[src/rtl/alu_issue_ctrl_pkg.sv]
// alu_issue_ctrl_pkg: ALU op codes, R-type funct codes and issue FSM states shared by the issue stage and the ALU.
package alu_issue_ctrl_pkg;

    localparam logic [3:0] ALU_ADD  = 4'b0000;
    localparam logic [3:0] ALU_SUB  = 4'b0001;
    localparam logic [3:0] ALU_AND  = 4'b0010;
    localparam logic [3:0] ALU_OR   = 4'b0011;
    localparam logic [3:0] ALU_NOR  = 4'b0100;
    localparam logic [3:0] ALU_SLT  = 4'b0101;
    localparam logic [3:0] ALU_SLL  = 4'b0110;
    localparam logic [3:0] ALU_SRL  = 4'b0111;
    localparam logic [3:0] ALU_MULT = 4'b1000;
    localparam logic [3:0] ALU_DIV  = 4'b1001;

    localparam logic [5:0] F_SLL  = 6'h00;
    localparam logic [5:0] F_SRL  = 6'h02;
    localparam logic [5:0] F_MFHI = 6'h10;
    localparam logic [5:0] F_MFLO = 6'h12;
    localparam logic [5:0] F_MULT = 6'h18;
    localparam logic [5:0] F_DIV  = 6'h1A;
    localparam logic [5:0] F_ADD  = 6'h20;
    localparam logic [5:0] F_ADDU = 6'h21;
    localparam logic [5:0] F_SUB  = 6'h22;
    localparam logic [5:0] F_SUBU = 6'h23;
    localparam logic [5:0] F_AND  = 6'h24;
    localparam logic [5:0] F_OR   = 6'h25;
    localparam logic [5:0] F_NOR  = 6'h27;
    localparam logic [5:0] F_SLT  = 6'h2A;

    typedef enum logic [1:0] {IDLE, ISSUE, WAIT, RESP} state_t;

endpackage

[src/rtl/alu_issue_ctrl_if.sv]
// alu_issue_ctrl_if: upstream op handshake, ALU side-band and downstream response bundle.
interface alu_issue_ctrl_if #(parameter int DATA_W = 32);

    logic              in_valid;
    logic              in_ready;
    logic [5:0]        in_funct;
    logic [DATA_W-1:0] in_rs_data;
    logic [DATA_W-1:0] in_rt_data;
    logic [4:0]        in_shamt;
    logic              alu_en;
    logic [3:0]        alu_control;
    logic [DATA_W-1:0] alu_srcA;
    logic [DATA_W-1:0] alu_srcB;
    logic [DATA_W-1:0] alu_result;
    logic [DATA_W-1:0] alu_hi;
    logic [DATA_W-1:0] alu_lo;
    logic              alu_overflow;
    logic              alu_done;
    logic              out_valid;
    logic              out_ready;
    logic [DATA_W-1:0] out_result;
    logic              out_wr_rd;
    logic              out_illegal;
    logic              out_timeout;
    logic              out_exc;

    modport master (
        input  in_valid, in_funct, in_rs_data, in_rt_data, in_shamt,
        input  alu_result, alu_hi, alu_lo, alu_overflow, alu_done, out_ready,
        output in_ready, alu_en, alu_control, alu_srcA, alu_srcB,
        output out_valid, out_result, out_wr_rd, out_illegal, out_timeout, out_exc
    );

    modport slave (
        output in_valid, in_funct, in_rs_data, in_rt_data, in_shamt,
        output alu_result, alu_hi, alu_lo, alu_overflow, alu_done, out_ready,
        input  in_ready, alu_en, alu_control, alu_srcA, alu_srcB,
        input  out_valid, out_result, out_wr_rd, out_illegal, out_timeout, out_exc
    );

endinterface

[src/rtl/alu_issue_ctrl_funct_decode.sv]
// alu_funct_decode: combinational R-type funct decode into ALU op code and issue-class flags.
module alu_funct_decode
    import alu_issue_ctrl_pkg::*;
(
    input  logic [5:0] funct,
    output logic [3:0] alu_control,
    output logic       is_shift,
    output logic       is_hilo_op,
    output logic       is_local,
    output logic       is_illegal,
    output logic       is_trapping
);

    always_comb begin
        alu_control = ALU_ADD;
        is_illegal  = 1'b0;
        case (funct)
            F_ADD, F_ADDU:  alu_control = ALU_ADD;
            F_SUB, F_SUBU:  alu_control = ALU_SUB;
            F_AND:          alu_control = ALU_AND;
            F_OR:           alu_control = ALU_OR;
            F_NOR:          alu_control = ALU_NOR;
            F_SLT:          alu_control = ALU_SLT;
            F_SLL:          alu_control = ALU_SLL;
            F_SRL:          alu_control = ALU_SRL;
            F_MULT:         alu_control = ALU_MULT;
            F_DIV:          alu_control = ALU_DIV;
            F_MFHI, F_MFLO: alu_control = ALU_ADD;
            default:        is_illegal  = 1'b1;
        endcase
    end

    assign is_shift    = funct == F_SLL || funct == F_SRL;
    assign is_hilo_op  = funct == F_MULT || funct == F_DIV;
    assign is_local    = funct == F_MFHI || funct == F_MFLO;
    // Only the signed forms trap; addu/subu wrap silently.
    assign is_trapping = funct == F_ADD || funct == F_SUB || funct == F_DIV;

endmodule

[src/rtl/alu_issue_ctrl.sv]
// alu_issue_ctrl: decode/issue stage in front of the ALU with local mfhi/mflo and illegal handling.
// Define ALU_OVF_TRAP_EN to raise out_exc on signed add/sub/div overflow.
module alu_issue_ctrl
    import alu_issue_ctrl_pkg::*;
#(
    parameter int DONE_TIMEOUT = 8,
    parameter int DATA_W       = 32
) (
    input logic              clk,
    input logic              rst_n,
    alu_issue_ctrl_if.master bus
);

    localparam int CW = $clog2(DONE_TIMEOUT + 1);
    localparam logic [CW-1:0] LAST = CW'(DONE_TIMEOUT - 1);

    state_t            state, nxt;
    logic [CW-1:0]     cnt;
    logic [3:0]        ctrl_q;
    logic [DATA_W-1:0] src_a_q, src_b_q, res_q;
    logic              hilo_q, wr_q, ill_q, to_q;
    logic [3:0]        d_ctrl;
    logic              d_shift, d_hilo, d_local, d_illegal, d_trap;
    logic              accept, trap_ovf;

    alu_funct_decode u_dec (
        .funct       (bus.in_funct),
        .alu_control (d_ctrl),
        .is_shift    (d_shift),
        .is_hilo_op  (d_hilo),
        .is_local    (d_local),
        .is_illegal  (d_illegal),
        .is_trapping (d_trap)
    );

    assign accept = state == IDLE && bus.in_valid;

    always_ff @(posedge clk or negedge rst_n)
        if (!rst_n) state <= IDLE;
        else state <= nxt;

    always_comb begin
        nxt = state;
        case (state)
            IDLE:    if (bus.in_valid) nxt = (d_local || d_illegal) ? RESP : ISSUE;
            ISSUE:   nxt = WAIT;
            WAIT:    if (bus.alu_done || cnt == LAST) nxt = RESP;
            RESP:    if (bus.out_ready) nxt = IDLE;
            default: nxt = IDLE;
        endcase
    end

    // Payload registers double as the response; they are zeroed when the response leaves.
    always_ff @(posedge clk or negedge rst_n) begin
        if (!rst_n) begin
            cnt     <= '0;
            ctrl_q  <= '0;
            src_a_q <= '0;
            src_b_q <= '0;
            res_q   <= '0;
            hilo_q  <= 1'b0;
            wr_q    <= 1'b0;
            ill_q   <= 1'b0;
            to_q    <= 1'b0;
        end else begin
            if (accept) begin
                cnt     <= '0;
                ctrl_q  <= d_ctrl;
                src_a_q <= d_shift ? DATA_W'(bus.in_shamt) : bus.in_rs_data;
                src_b_q <= bus.in_rt_data;
                hilo_q  <= d_hilo;
                res_q   <= !d_local ? '0 : bus.in_funct == F_MFHI ? bus.alu_hi : bus.alu_lo;
                wr_q    <= d_local;
                ill_q   <= d_illegal;
            end
            if (state == WAIT) begin
                if (bus.alu_done) begin
                    res_q <= hilo_q ? '0 : bus.alu_result;
                    wr_q  <= !hilo_q && !trap_ovf;
                end else if (cnt == LAST) begin
                    to_q <= 1'b1;
                end else begin
                    cnt <= cnt + CW'(1);
                end
            end
            if (state == RESP && bus.out_ready) begin
                res_q <= '0;
                wr_q  <= 1'b0;
                ill_q <= 1'b0;
                to_q  <= 1'b0;
            end
        end
    end

`ifdef ALU_OVF_TRAP_EN
    logic trap_q, exc_q;

    assign trap_ovf    = trap_q & bus.alu_overflow;
    assign bus.out_exc = exc_q;

    always_ff @(posedge clk or negedge rst_n) begin
        if (!rst_n) begin
            trap_q <= 1'b0;
            exc_q  <= 1'b0;
        end else begin
            if (accept) trap_q <= d_trap;
            if (state == WAIT && bus.alu_done) exc_q <= trap_ovf;
            else if (state == RESP && bus.out_ready) exc_q <= 1'b0;
        end
    end
`else
    assign trap_ovf    = 1'b0;
    assign bus.out_exc = 1'b0;
`endif

    assign bus.in_ready    = state == IDLE;
    assign bus.alu_en      = state == ISSUE;
    assign bus.alu_control = ctrl_q;
    assign bus.alu_srcA    = src_a_q;
    assign bus.alu_srcB    = src_b_q;
    assign bus.out_valid   = state == RESP;
    assign bus.out_result  = res_q;
    assign bus.out_wr_rd   = wr_q;
    assign bus.out_illegal = ill_q;
    assign bus.out_timeout = to_q;

    a_en_pulse: assert property (@(posedge clk) disable iff (!rst_n) bus.alu_en |=> !bus.alu_en);
    a_resp_hold: assert property (@(posedge clk) disable iff (!rst_n)
        bus.out_valid && !bus.out_ready |=> bus.out_valid && $stable(bus.out_result) && $stable(bus.out_wr_rd));
    a_ops_stable: assert property (@(posedge clk) disable iff (!rst_n)
        state == ISSUE |=> $stable(bus.alu_control) && $stable(bus.alu_srcA) && $stable(bus.alu_srcB));

endmodule

[src/flat_wrapper.sv]
// flat-port wrapper written by rule: the top's interface ports become plain ports
module alu_issue_ctrl_flat import alu_issue_ctrl_pkg::*;
#(
    parameter int DONE_TIMEOUT = 8,
    parameter int DATA_W       = 32
)
  (clk, rst_n, bus_in_valid, bus_in_funct, bus_in_rs_data, bus_in_rt_data, bus_in_shamt, bus_alu_result, bus_alu_hi, bus_alu_lo, bus_alu_overflow, bus_alu_done, bus_out_ready, bus_in_ready, bus_alu_en, bus_alu_control, bus_alu_srcA, bus_alu_srcB, bus_out_valid, bus_out_result, bus_out_wr_rd, bus_out_illegal, bus_out_timeout, bus_out_exc);
  alu_issue_ctrl_if #(.DATA_W(DATA_W)) bus_i ();
  input logic clk;
  input logic rst_n;
  input wire logic [$bits(bus_i.in_valid)-1:0] bus_in_valid;
  input wire logic [$bits(bus_i.in_funct)-1:0] bus_in_funct;
  input wire logic [$bits(bus_i.in_rs_data)-1:0] bus_in_rs_data;
  input wire logic [$bits(bus_i.in_rt_data)-1:0] bus_in_rt_data;
  input wire logic [$bits(bus_i.in_shamt)-1:0] bus_in_shamt;
  input wire logic [$bits(bus_i.alu_result)-1:0] bus_alu_result;
  input wire logic [$bits(bus_i.alu_hi)-1:0] bus_alu_hi;
  input wire logic [$bits(bus_i.alu_lo)-1:0] bus_alu_lo;
  input wire logic [$bits(bus_i.alu_overflow)-1:0] bus_alu_overflow;
  input wire logic [$bits(bus_i.alu_done)-1:0] bus_alu_done;
  input wire logic [$bits(bus_i.out_ready)-1:0] bus_out_ready;
  output wire logic [$bits(bus_i.in_ready)-1:0] bus_in_ready;
  output wire logic [$bits(bus_i.alu_en)-1:0] bus_alu_en;
  output wire logic [$bits(bus_i.alu_control)-1:0] bus_alu_control;
  output wire logic [$bits(bus_i.alu_srcA)-1:0] bus_alu_srcA;
  output wire logic [$bits(bus_i.alu_srcB)-1:0] bus_alu_srcB;
  output wire logic [$bits(bus_i.out_valid)-1:0] bus_out_valid;
  output wire logic [$bits(bus_i.out_result)-1:0] bus_out_result;
  output wire logic [$bits(bus_i.out_wr_rd)-1:0] bus_out_wr_rd;
  output wire logic [$bits(bus_i.out_illegal)-1:0] bus_out_illegal;
  output wire logic [$bits(bus_i.out_timeout)-1:0] bus_out_timeout;
  output wire logic [$bits(bus_i.out_exc)-1:0] bus_out_exc;
  assign bus_i.in_valid = bus_in_valid;
  assign bus_i.in_funct = bus_in_funct;
  assign bus_i.in_rs_data = bus_in_rs_data;
  assign bus_i.in_rt_data = bus_in_rt_data;
  assign bus_i.in_shamt = bus_in_shamt;
  assign bus_i.alu_result = bus_alu_result;
  assign bus_i.alu_hi = bus_alu_hi;
  assign bus_i.alu_lo = bus_alu_lo;
  assign bus_i.alu_overflow = bus_alu_overflow;
  assign bus_i.alu_done = bus_alu_done;
  assign bus_i.out_ready = bus_out_ready;
  assign bus_in_ready = bus_i.in_ready;
  assign bus_alu_en = bus_i.alu_en;
  assign bus_alu_control = bus_i.alu_control;
  assign bus_alu_srcA = bus_i.alu_srcA;
  assign bus_alu_srcB = bus_i.alu_srcB;
  assign bus_out_valid = bus_i.out_valid;
  assign bus_out_result = bus_i.out_result;
  assign bus_out_wr_rd = bus_i.out_wr_rd;
  assign bus_out_illegal = bus_i.out_illegal;
  assign bus_out_timeout = bus_i.out_timeout;
  assign bus_out_exc = bus_i.out_exc;
  alu_issue_ctrl #(.DONE_TIMEOUT(DONE_TIMEOUT), .DATA_W(DATA_W)) u_core (.clk(clk), .rst_n(rst_n), .bus(bus_i));
endmodule
[config.mk]
export PLATFORM = sky130hd
export DESIGN_NAME = alu_issue_ctrl_flat
export DESIGN_NICKNAME = d
export VERILOG_FILES = /design/src/rtl/alu_issue_ctrl_pkg.sv /design/src/rtl/alu_issue_ctrl_if.sv /design/src/rtl/alu_issue_ctrl_funct_decode.sv /design/src/rtl/alu_issue_ctrl.sv /design/src/flat_wrapper.sv
export SDC_FILE = /design/constraint.sdc
export NUM_CORES = 1
export LEC_CHECK = 0
export CAP_MARGIN = 5
export CORE_MARGIN = 1
export CORE_UTILIZATION = 42
export CTS_CLUSTER_SIZE = 24
export DETAILED_ROUTE_END_ITERATION = 12
export HOLD_SLACK_MARGIN = 0.05
export PLACE_DENSITY = 0.88
export SLEW_MARGIN = 20
export SYNTH_ARGS = -nofsm -noshare
export SYNTH_HDL_FRONTEND = slang
export SYNTH_HIERARCHICAL = 1
export SYNTH_SLANG_ARGS = --single-unit
export TNS_END_PERCENT = 10
[constraint.sdc]
create_clock -name clk -period 2.56 [get_ports clk]
set_clock_uncertainty 0.1 [all_clocks]
set_input_delay 0.512 -clock clk [delete_from_list [all_inputs] [get_ports clk]]
set_output_delay 0.512 -clock clk [all_outputs]
set_load 0.01 [all_outputs]
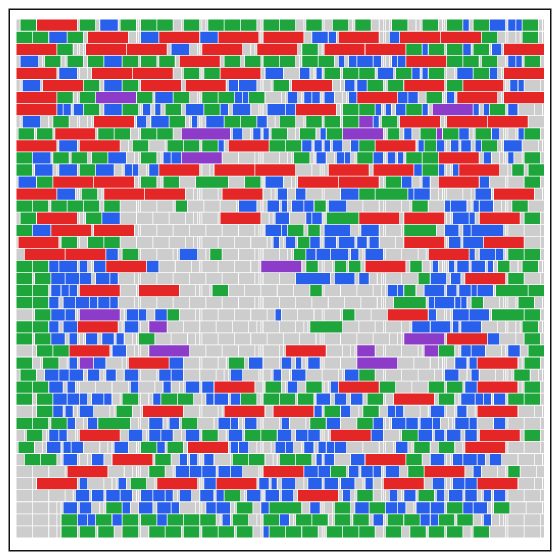
Fig. 1. Cell classes on the final placement.
Fill, decap, tap and diode cells in grey.
registers: marked red, cells 110, share of their area 30%. remaining logic cells: marked blue, cells 431, share of their area 33%. clock drivers and dummy loads: marked purple, cells 16, share of their area 3.3%. remaining buffers and delay cells: marked green, cells 312, share of their area 34%.
core region area: 0.0139 mm2
fraction of area in registers: 0.290
standard-cell rows: 43

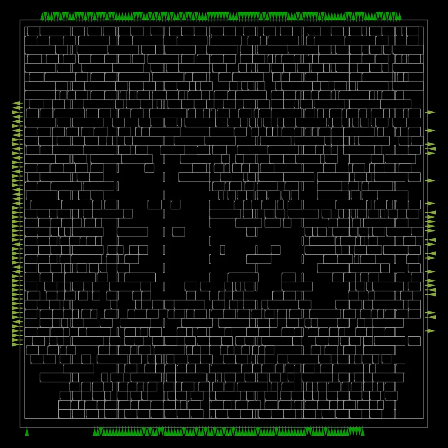
Fig. 2. Cell outlines without signal wires.
tapcells inserted: 180
utilization after layout: 0.681

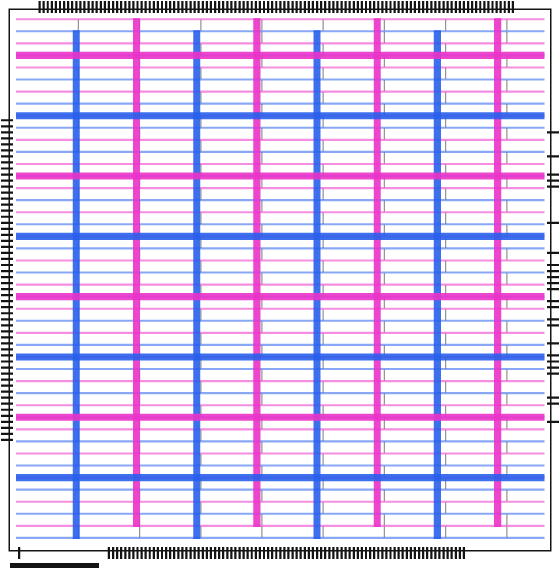
Fig. 3. PDN straps and rails.
Scale bar: 20 um. Pins as bars on the die edge. Tap cells in grey.
VSS: marked blue. VDD: marked magenta.
180 tap cells. 8 straps on met4. 44 met1 rails follow the rows. 8 straps on met5. 284 signal pins sit on the boundary.
Worst VDD drop: 0.600 mV
die height: 122 um
Die W: 122 um

==> summary.txt <==
Fin crit share = 0.928
Worst R2R End = u_core/state[1]
Pin count of the biggest net entering global routing = 51
Initial core utilization = 0.432
Post-route cell area = 0.00950 mm2
Via count = 5,852
Number of remaining DRC errors = 0
Power density normalized to cell area = 962 mW/mm2
Final hold violation count = 0
Number of antenna violations at the first check in global routing = 1
Wire length per cell after detailed routing = 19.2 um
End of the worst hold path = u_core/bus.alu_srcA[15]
Detail Route Antenna Nets = 0
Ratio of routed vias to standard cells = 5.58
Total nets after synthesis = 780
Net Sw Frac = 0.351
Slew Limit Fails = 0
Clock transition at the registers of the reported paths = 0.07 ns
Internal power component = 5.92 mW
Global-route wire length before repair = 31.3 mm
Count of max-cap constraint violations = 0
Net switching power = 3.21 mW
Highest layer used for signal routing = met4
Share of layout cells above drive strength 1 = 0.107
Comb power frac = 0.515
Worst r2r path cells = 5
Number of buffers created by CTS = 9
Count of mapped cells out of synthesis = 597
Final worst path period need = 2.38 ns
Outcome = complete, no violations
Static Leak = 4.01 nW
Routability congestion estimate = 0.837
Grt total ovfl = 0
Max Buffers Root-to-Sink = 2
Total power = 9.13 mW
Yosys synthesis warning count = 6
Met3 wirelength from detailed routing = 1.18 mm
Length of the first detailed-routing pass in iterations = 5
Sequential group share of total power = 0.324
Part of the power in the clock network = 0.161
Routed length on met1 = 8.01 mm
Worst setup startpoint = u_core/state[1]
H-tree lvl count = 3
Worst setup slack after placement = -0.0376 ns
Later-pin clock latency in the skew report = 0.35 ns
Worst Path Class, Setup = flip-flop to output port
Max Fanout on Critical Path = 5
Arrival time of data at the critical path endpoint = 1.76 ns
Post-CTS setup-driven buffer insertion count = 0
Startpoint of the lowest-slack register-to-register path = u_core/state[0]
Number of global-route vias before repair = 6,004
Cell count of the worst hold path = 2
Mean cell area of the mapped netlist = 10.1 um2
Chip Footprint = 0.0148 mm2
Met2 WL = 10.2 mm
Placed Instance Area = 0.00918 mm2
Inserted Diodes = 0
Post-Synthesis Cell Area = 0.00602 mm2
Layout Area Growth over Synthesis = 57.6%
Type of element launching the critical path = flip-flop
Classification of the worst-slack hold path = flip-flop to flip-flop
RSZ-0062 raised after global routing = false
Number of warnings the tools reported = 31
Worst Hold Launch = u_core/bus.alu_srcA[15]
Final tally of setup violations = 0
Maximum clock frequency = 0.421 GHz
Iter 0 DRT Violations = 430
TritonCTS clock tree = done
Post-route worst setup slack = 0.185 ns
Required time of the critical path = 1.95 ns
Post-detailed-placement half-perimeter wirelength = 14.2 mm
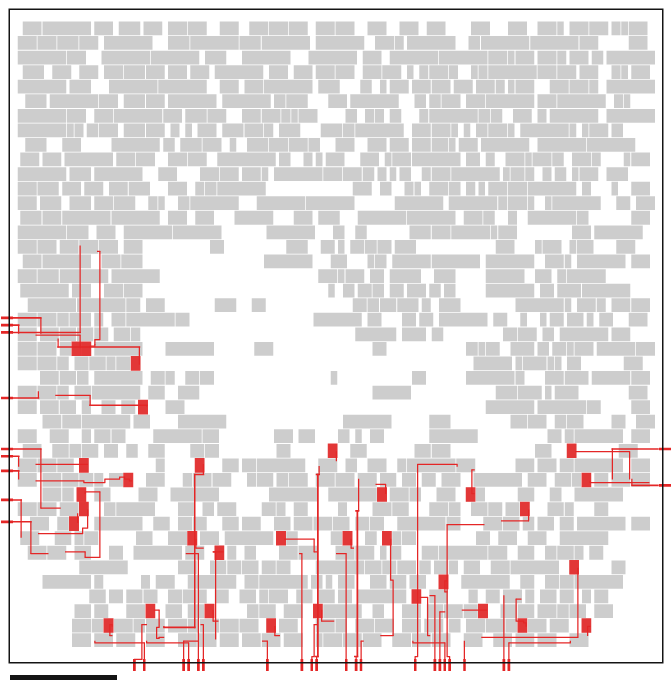
Fig. 4. Port wiring.
Scale bar: 20 um.
`bus_alu_lo`: marked red, bits 32, direction input, end cells 32, buffers 32, wire 803 um.
IO buf count: 281
top-level I/O count: 284

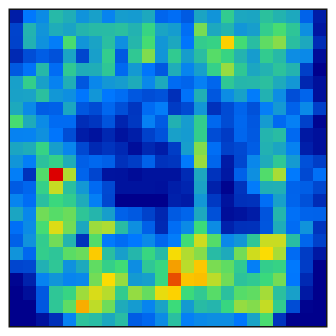
Fig. 5. Wire density map.
The die is cut into 24 by 24 equal tiles; dark blue is low, red is high, scaled to the fullest tile. Values are wire area over tile area, all layers added.
The mean over all tiles is 0.22. The densest ninth of the die: bottom middle. 3.6% of the tiles are nearly empty. 14% of the tiles are over half the peak. The fullest tile reaches 0.71.
total global-route track usage: 0.275
total wire length after detailed routing: 20.2 mm

==> per-layer routing <==
metal	up-vias	global-route usage
met5	-	0
met4	0	0.133
met3	55	0.0613
met2	255	0.459
met1	2830	0.335
li1	2712	-
==> metrics by stage <==
stage                     setup TNS [ns]  std cells  hold slack (ns)  utilization
after floorplan                        0        597            0.116            -
after global placement                 0       1032            0.337        0.659
after detailed placement         -0.0376       1032            0.336        0.659
after CTS                              0       1049            0.386        0.681
after global routing                   0       1049            0.404        0.681
final                                  0       1049            0.381        0.681
==> what timing repair did <==
item | 4_1_cts | 5_1_grt
hold buffers | 1 | 0
endpoints found under the hold margin | 22 | 0
resized | 0 | 0
==> flip-flops by register name, summed over array words and instances (netlist names) <==
register,cells
u_core/state,2
u_core/bus.alu_srcB,32
u_core/bus.out_result,32
u_core/bus.out_wr_rd,1
u_core/bus.out_illegal,1
u_core/bus.alu_srcA,32
u_core/hilo_q,1
u_core/bus.out_timeout,1
u_core/bus.alu_control,4
u_core/cnt,4
==> worst max-delay path: stages (launching register included) <==
cell	delay (ns)
sky130_fd_sc_hd__dfrtp_1	0.42
sky130_fd_sc_hd__inv_1	0.12
sky130_fd_sc_hd__ha_1	0.29
sky130_fd_sc_hd__clkdlybuf4s50_1	0.58
==> cell type report <==
type,count,area (um2),area share
repair buffers,312,3170,0.334
multi-input cells,426,3020,0.318
flip-flops and latches,110,2750,0.290
clock buffers,10,229,0.0241
well taps,180,225,0.0237
clock inverters,6,78.8,0.00830
inverters,5,18.8,0.00198
==> power by group through the flow <==
stage               Sequential, mW  Clock [mW]  Combinational, mW
finish                        2.96        1.47               4.70
global route                  3.06        1.57               5.06
CTS                           2.96        1.51               4.70
detailed placement            2.99           0               4.68
global placement              2.93           0               4.58
floorplan                     3.31           0               1.86
==> cell usage in the layout, fill, tap and decap left out, types with 2 or more instances in the layout <==
cell,instances
sky130_fd_sc_hd__a32o_1,2
sky130_fd_sc_hd__dfrtp_1,110
sky130_fd_sc_hd__clkbuf_16,9
sky130_fd_sc_hd__nand2_1,40
sky130_fd_sc_hd__and2_1,3
sky130_fd_sc_hd__inv_8,2
sky130_fd_sc_hd__o21ai_0,64
sky130_fd_sc_hd__buf_4,21
sky130_fd_sc_hd__nand2b_1,32
sky130_fd_sc_hd__a211oi_1,30
sky130_fd_sc_hd__inv_1,4
sky130_fd_sc_hd__a21oi_1,32
sky130_fd_sc_hd__nor2b_1,35
sky130_fd_sc_hd__o22ai_1,2
sky130_fd_sc_hd__nand4b_1,3
sky130_fd_sc_hd__clkdlybuf4s50_1,280
sky130_fd_sc_hd__mux2_2,37
sky130_fd_sc_hd__o221ai_1,32
sky130_fd_sc_hd__a31oi_1,3
sky130_fd_sc_hd__clkinv_4,3
sky130_fd_sc_hd__ha_1,6
sky130_fd_sc_hd__nor2_1,9
sky130_fd_sc_hd__and3b_1,29
sky130_fd_sc_hd__a221oi_1,2
sky130_fd_sc_hd__buf_12,10
sky130_fd_sc_hd__mux2i_1,10
sky130_fd_sc_hd__a21boi_0,34
Power is estimated from default activity; no workload was simulated.
